<file path="src/rtl/button_capture_pkg.sv">
// Shared definitions for the button capture front end and the nibble
// history queue it feeds.
package button_capture_pkg;

    // Width of one button code; the history queue stores codes of this width.
    localparam int BTN_W = 4;

    // Capture FSM state encoding.
    typedef enum logic [2:0] {
        ST_IDLE     = 3'd0,
        ST_DEBOUNCE = 3'd1,
        ST_LOAD     = 3'd2,
        ST_STROBE   = 3'd3,
        ST_RELEASE  = 3'd4
    } state_t;

endpackage

</file>
<file path="src/rtl/sync_2ff.sv">
// Parameterised-width two-flop synchroniser for asynchronous level inputs.
// Each bit is synchronised independently; the bus is not guaranteed to be
// coherent on the same cycle, which the debounce logic downstream absorbs.
module sync_2ff #(
    parameter int WIDTH = 4
) (
    input  logic             i_clk,
    input  logic             i_rst_n,
    input  logic [WIDTH-1:0] i_async,
    output logic [WIDTH-1:0] o_sync
);

    logic [WIDTH-1:0] r_meta;
    logic [WIDTH-1:0] r_sync;

    // First flop may go metastable; the second gives it a full cycle to settle.
    always_ff @(posedge i_clk or negedge i_rst_n) begin
        if (!i_rst_n) begin
            r_meta <= '0;
            r_sync <= '0;
        end else begin
            r_meta <= i_async;
            r_sync <= r_meta;
        end
    end

    assign o_sync = r_sync;

endmodule

</file>
<file path="src/rtl/button_capture.sv">
// Button capture front end: synchronises and debounces four raw buttons,
// accepts a single clean one-hot press, and emits its code on data_out with
// one registered write strobe for the history queue. A held button must be
// released (and the release debounced) before another press is accepted.
module button_capture
    import button_capture_pkg::*;
#(
    parameter int DEBOUNCE_CYCLES = 50000,
    parameter int CNT_W           = 16
) (
    input  logic             clock,
    input  logic             reset_n,
    input  logic             enable,
    input  logic [BTN_W-1:0] botoes,
    output logic [BTN_W-1:0] data_out,
    output logic             write,
    output logic             multi_press,
    output logic             busy
);

    // Terminal count: DEBOUNCE_CYCLES stable cycles are counted 0..LAST.
    localparam logic [CNT_W-1:0] LP_CNT_LAST = CNT_W'(DEBOUNCE_CYCLES - 1);
    localparam logic [CNT_W-1:0] LP_CNT_ONE  = {{(CNT_W-1){1'b0}}, 1'b1};
    localparam logic [BTN_W-1:0] LP_BTN_ONE  = {{(BTN_W-1){1'b0}}, 1'b1};

    logic [BTN_W-1:0] w_s;
    logic             w_s_nonzero;
    logic             w_s_onehot;
    logic             w_cnt_last;

    state_t           r_state;
    state_t           w_state_nxt;
    logic [CNT_W-1:0] r_cnt;
    logic [CNT_W-1:0] w_cnt_nxt;
    logic [BTN_W-1:0] r_cand;
    logic [BTN_W-1:0] w_cand_nxt;
    logic             w_multi;

    logic [BTN_W-1:0] r_data_out;
    logic             r_write;

    sync_2ff #(
        .WIDTH (BTN_W)
    ) u_sync (
        .i_clk   (clock),
        .i_rst_n (reset_n),
        .i_async (botoes),
        .o_sync  (w_s)
    );

    // Pattern classification of the synchronised buttons.
    assign w_s_nonzero = |w_s;
    assign w_s_onehot  = w_s_nonzero && ((w_s & (w_s - LP_BTN_ONE)) == '0);
    assign w_cnt_last  = (r_cnt == LP_CNT_LAST);

    // State, debounce counter and press candidate registers.
    always_ff @(posedge clock or negedge reset_n) begin
        if (!reset_n) begin
            r_state <= ST_IDLE;
            r_cnt   <= '0;
            r_cand  <= '0;
        end else begin
            r_state <= w_state_nxt;
            r_cnt   <= w_cnt_nxt;
            r_cand  <= w_cand_nxt;
        end
    end

    // Next-state, counter update and multi-press detection.
    always_comb begin
        w_state_nxt = r_state;
        w_cnt_nxt   = r_cnt;
        w_cand_nxt  = r_cand;
        w_multi     = 1'b0;

        case (r_state)
            ST_IDLE: begin
                if (enable) begin
                    if (w_s_onehot) begin
                        w_cand_nxt  = w_s;
                        w_cnt_nxt   = '0;
                        w_state_nxt = ST_DEBOUNCE;
                    end else if (w_s_nonzero) begin
                        w_multi = 1'b1;
                    end
                end
            end

            ST_DEBOUNCE: begin
                // Any change of pattern (bounce, release, extra button) or
                // loss of enable abandons the press without writing.
                if (!enable || (w_s != r_cand)) begin
                    w_state_nxt = ST_IDLE;
                end else if (w_cnt_last) begin
                    w_state_nxt = ST_LOAD;
                end else begin
                    w_cnt_nxt = r_cnt + LP_CNT_ONE;
                end
            end

            ST_LOAD: begin
                w_state_nxt = ST_STROBE;
            end

            ST_STROBE: begin
                w_cnt_nxt   = '0;
                w_state_nxt = ST_RELEASE;
            end

            ST_RELEASE: begin
                // Count consecutive all-released cycles; any press restarts.
                if (w_s_nonzero) begin
                    w_cnt_nxt = '0;
                end else if (w_cnt_last) begin
                    w_state_nxt = ST_IDLE;
                end else begin
                    w_cnt_nxt = r_cnt + LP_CNT_ONE;
                end
            end

            default: begin
                w_state_nxt = ST_IDLE;
            end
        endcase
    end

    // Registered queue interface. data_out loads on entry to LOAD so it is
    // visible a full cycle before write rises on entry to STROBE; write is
    // a flop so the queue always sees a clean edge.
    always_ff @(posedge clock or negedge reset_n) begin
        if (!reset_n) begin
            r_data_out <= '0;
            r_write    <= 1'b0;
        end else begin
            if (w_state_nxt == ST_LOAD) begin
                r_data_out <= r_cand;
            end
            r_write <= (w_state_nxt == ST_STROBE);
        end
    end

    assign data_out    = r_data_out;
    assign write       = r_write;
    assign multi_press = w_multi;
    assign busy        = (r_state != ST_IDLE);

endmodule
</file>
<file path="config.mk">
export PLATFORM = sky130hd
export DESIGN_NAME = button_capture
export DESIGN_NICKNAME = d
export VERILOG_FILES = /design/src/rtl/button_capture_pkg.sv /design/src/rtl/sync_2ff.sv /design/src/rtl/button_capture.sv
export SDC_FILE = /design/constraint.sdc
export NUM_CORES = 1
export LEC_CHECK = 0
export ABC_AREA = 1
export CORE_AREA = 10 10 76 78
export DETAILED_ROUTE_END_ITERATION = 8
export DIE_AREA = 0 0 86 88
export GPL_TIMING_DRIVEN = 0
export PLACE_DENSITY = 0.74
export SYNTH_ARGS = -nofsm -noshare
export SYNTH_HDL_FRONTEND = slang
export SYNTH_HIERARCHICAL = 1
export SYNTH_SLANG_ARGS = --single-unit
</file>
<file path="constraint.sdc">
create_clock -name clock -period 1.5 [get_ports clock]
set_input_delay 0.45 -clock clock [delete_from_list [all_inputs] [get_ports clock]]
set_output_delay 0.45 -clock clock [all_outputs]
set_load 0.05 [all_outputs]
</file>
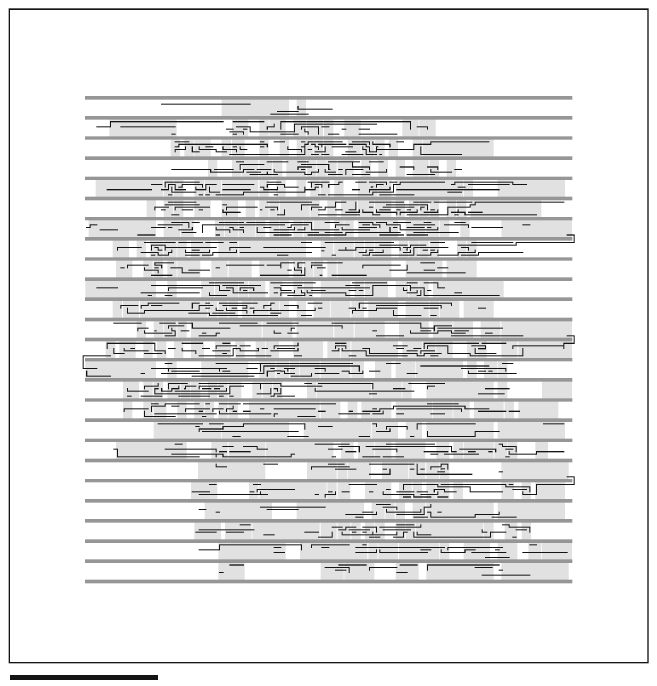
Figure 1: metal 1.
Bar = 20 µm. Supply wires on this layer in gray.
wire length on this layer	2360 µm
share of all routed wire	42%
longest straight run	18.4 µm
main direction	horizontal

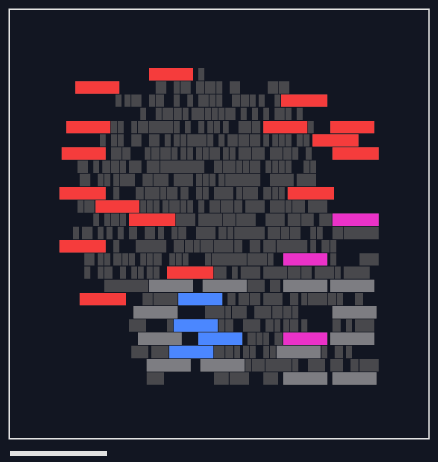
Figure 2: register map, names as in the netlist.
Bar = 20 µm. Other sequential cells in the stronger gray, the rest of the logic in the fainter gray.
color	name in the netlist	placed flops
magenta	r_state	3
red	r_cnt	16
blue	u_sync/o_sync	4

==> results.yml <==
# generated from flow reports
status:
  run_status: "finished, violations left"
  failed_checks: "negative setup slack"
route:
  dr_wl_met2_um: 2720
  detailedRoute.firstPassIterationCount: 4
  route.top_layer_used: "met4"
  detail-route-antenna-nets: 0
  remaining_drc_errors: 0
  route.detailed.wl_per_inst_um: 14.1
  via_per_inst: 5.34
  drt_wl_total_um: 5560
  met3RoutedLength_um: 414
  via_count: 2100
  detailedRoute.firstIterationViolations: 186
  wirelength_met1_um: 2360
sta:
  setup_repair_after_global_routing_missed_its_margin: "true"
  clock.fmax_mhz: 565
  timing_worst_slew_pin_value_ns: 0.797
  final_max_slew_viol_count: 0
  timing.final.crit_share_pct: 118
  setup_ws_ns: -0.269
  relSlewSlack_pct: 46.9
  period_minus_slack_ns: 1.77
  hold_violations: 0
  finalSetupViolCount: 9
  clock-skew-final_ns: 0.00740
  finalHoldWorstSlack_ns: 0.232
cts:
  cts_hold_buf: 0
  root_buffer: "clkbuf_8"
  clk_pin_slew_worst_paths_ns: 0.08
  cts_buffer_depth: 2
  clk-insertion-delay-late_ns: 0.30
  cts_setup_buffers: 13
  cts.htree.levels: 2
  tritoncts.num_buffers: 5
  tritoncts: "built"
  number_of_gates_resized_after_cts: 55
  number_of_sinks_handled_by_clock_tree_synthesis: 36
layout:
  layout.clock_buffers: 5
  nMultiInputCombCells: 230
  sh_seq_area_pct: 32.5
  largest_reg_flops: 16
  seq_area_um2: 913
  register_with_the_most_flip_flops: "r_cnt"
  antenna_cells_inserted: 0
  bufAreaShareNonClock_pct: 12.6
  layout-drive-gt1-share_pct: 30.2
  postLayoutCoreUtil_pct: 65.5
  comb_area_share_pct: 44.9
  nNetsFinal: 348
  layout.area.top_class: "logic gates"
  most_instantiated_logic_cells_after_routing: "97 x nand2_1, 26 x dfrtp_1, 24 x nand3_1"
  n_all_buffers: 35
  clk_share_pct: 3.29
  final_layout_top_logic_cell: "nand2_1"
  nFlopsAndLatches: 36
  instances_no_fill: 393
  finish.instance_area_mm2: 0.00281
  final-comb-area_mm2: 0.00126
  fill_cells: 362
  n_all_inverters: 32
  area_growth_syn_to_layout_pct: 25.9
placed_design:
  place.gp.congestion: 0.929
  place_worst_setup_slack_ns: -0.952
  placed_cells_incl_taps: 368
  placed_area_mm2: 0.00244
  dp.final_hpwl_um: 3560
  place.port_buffers: 13
power_and_ir_drop:
  irDropWorstVdd_uv: 477
  power.static_leakage_nw: 1.34
  pwr_density_cell_mw_per_mm2: 635
global_route:
  grt_pass1_vias: 2036
  wire_length_of_the_first_global_routing_pass_um: 9340
  grt_antenna_before_repair: 0
  groute.usage.overall_pct: 15.0
  remaining_global_route_overflow: 0
  use_met3_pct: 3.99
  grt_use_met2_pct: 24.5
  pin_count_of_the_biggest_net_entering_global_routing: 37
  use_met1_pct: 18.3
  most_heavily_used_metal_layer_in_global_routing: "met2"
hold_path:
  hp-class: "input pin to async pin"
floorplan:
  fp.coreArea_mm2: 0.00429
  placement_rows: 24
  io_pins: 14
  fp_util_pct: 52.0
  dieWidth_um: 86
  fp.dieH_um: 88
  chipArea_mm2: 0.00757
  num_tap_cells: 52
worst_setup_path:
  cell_count_of_the_worst_reg_to_reg_path: 10
  r2r_end: "r_cnt[8]"
  worst_setup_path_end_kind: "primary output"
  worst-r2r-setup-slack_ns: -0.03
  regToRegStartpoint: "u_sync/o_sync[2]"
  type_of_element_launching_the_critical_path: "flip-flop"
  worstPathMaxFanout: 2
  worst-endpoint-required_ns: 1.05
  critical_path_arrival_ns: 1.32
  setup.worst_path.start: "r_state[1]"
  path_class: "flip-flop to primary output"
synth:
  synth.yosys.warnings: 6
  synthDominantAreaCellType: "dfrtp_1"
  post_synth_instance_area_mm2: 0.00223
  enable_flop_cells: 0
  synth_stat.cells: 303
  post_synth_inst_count: 303
  number_of_register_bits_inferred_by_synthesis: 36
  postSynth.asyncResetShare_pct: 100
  avgSynthCellArea_um2: 7.37
  ys_dominant_reg_cell: "dfrtp_1"
  synth.yosys.seq_area_share_pct: 40.3
  mappedNetlistNets: 311
  post_synth_cell_types: 25
  yosys-stat-area_mm2: 0.00223
  top_cell_area_share_pct: 40.3
  synth.area.top_cells: "dfrtp_1 40%, nand2_1 17%, nand3_1 5.4%, nand4_1 4.8%, inv_1 4.7%"
run:
  log.warning_count: 29
  cap_viol_max_count: 0
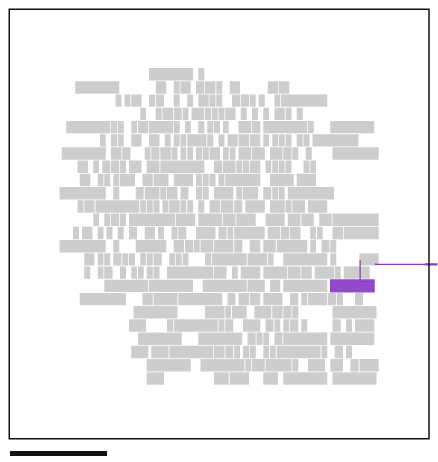
Figure 3: wires at chosen ports, followed through buffers.
Bar = 20 µm.
color	port	direction	edge	end cells	buffers	wire
purple	write	output	right	1	1	17.7 µm

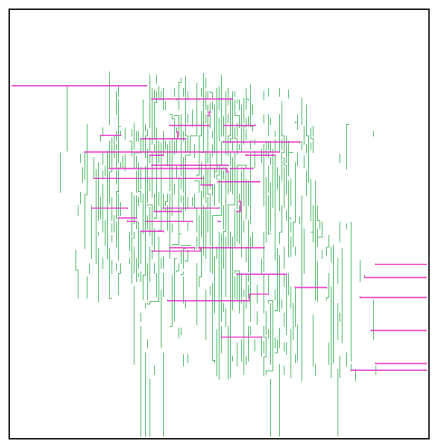
Figure 4: routed metal, one color a layer.
Only two layers are drawn.
color	layer	wire length
magenta	M3	415 µm
green	M2	2720 µm

## worst max-delay path: stages, from the launching register on
cell and delay, ns:
dfrtp_2 0.46, inv_4 0.08, nand2_4 0.05, nor2_4 0.11, nand2_2 0.07, nor2_4 0.10, buf_8 0.15
## stage by stage
| step | setup TNS, ns | total power [mW] |
|---|---|---|
| global placement | -40.37 | 1.07 |
| CTS | -0.776 | 1.78 |
| global route | -2.63 | 1.83 |
| floorplan | -0.0392 | 1.03 |
| detailed placement | -12.56 | 1.07 |
| finish | -0.625 | 1.78 |
## synth_stat cells (2+ instances only)
| master | instances |
|---|---|
| buf_2 | 4 |
| dfrtp_1 | 36 |
| inv_1 | 28 |
| inv_2 | 4 |
| nand2_1 | 102 |
| nand2_2 | 16 |
| nand2_4 | 3 |
| nand3_1 | 24 |
| nand3_2 | 3 |
| nand3_4 | 2 |
| nand4_1 | 17 |
| nor2_1 | 27 |
| nor2_2 | 5 |
| nor2_8 | 2 |
| o21ai_0 | 7 |
| o21ai_1 | 7 |
| o21bai_1 | 5 |
| xor2_1 | 4 |
## worst max-delay path by stage
stage                  endpoint  cells after the start
detailed placement  multi_press                      4
global placement    multi_press                      4
floorplan           multi_press                      5
global route        multi_press                      6
finish              multi_press                      6
CTS                 multi_press                      6
## cell families (layout without fill, tap and decap cells)
| group | after synthesis | after routing | share of synthesized area (%) |
|---|---|---|---|
| XOR/XNOR | 5 | 5 | 1.96 |
| buffers and inverters | 37 | 75 | 7.17 |
| AND-OR/OR-AND | 21 | 21 | 5.38 |
| flip-flops | 36 | 36 | 40.3 |
| adder cells (fa/ha/maj) | 1 | 1 | 0.560 |
| AND/OR/NAND/NOR | 203 | 203 | 44.6 |
## report_power, final
group,internal (mW),switching (mW)
Combinational,0.0266,0.0477
Clock,0.329,0.392
Sequential,0.981,0.00751
Total,1.34,0.447
No activity file was given, so power comes from the tool's default toggle rates.
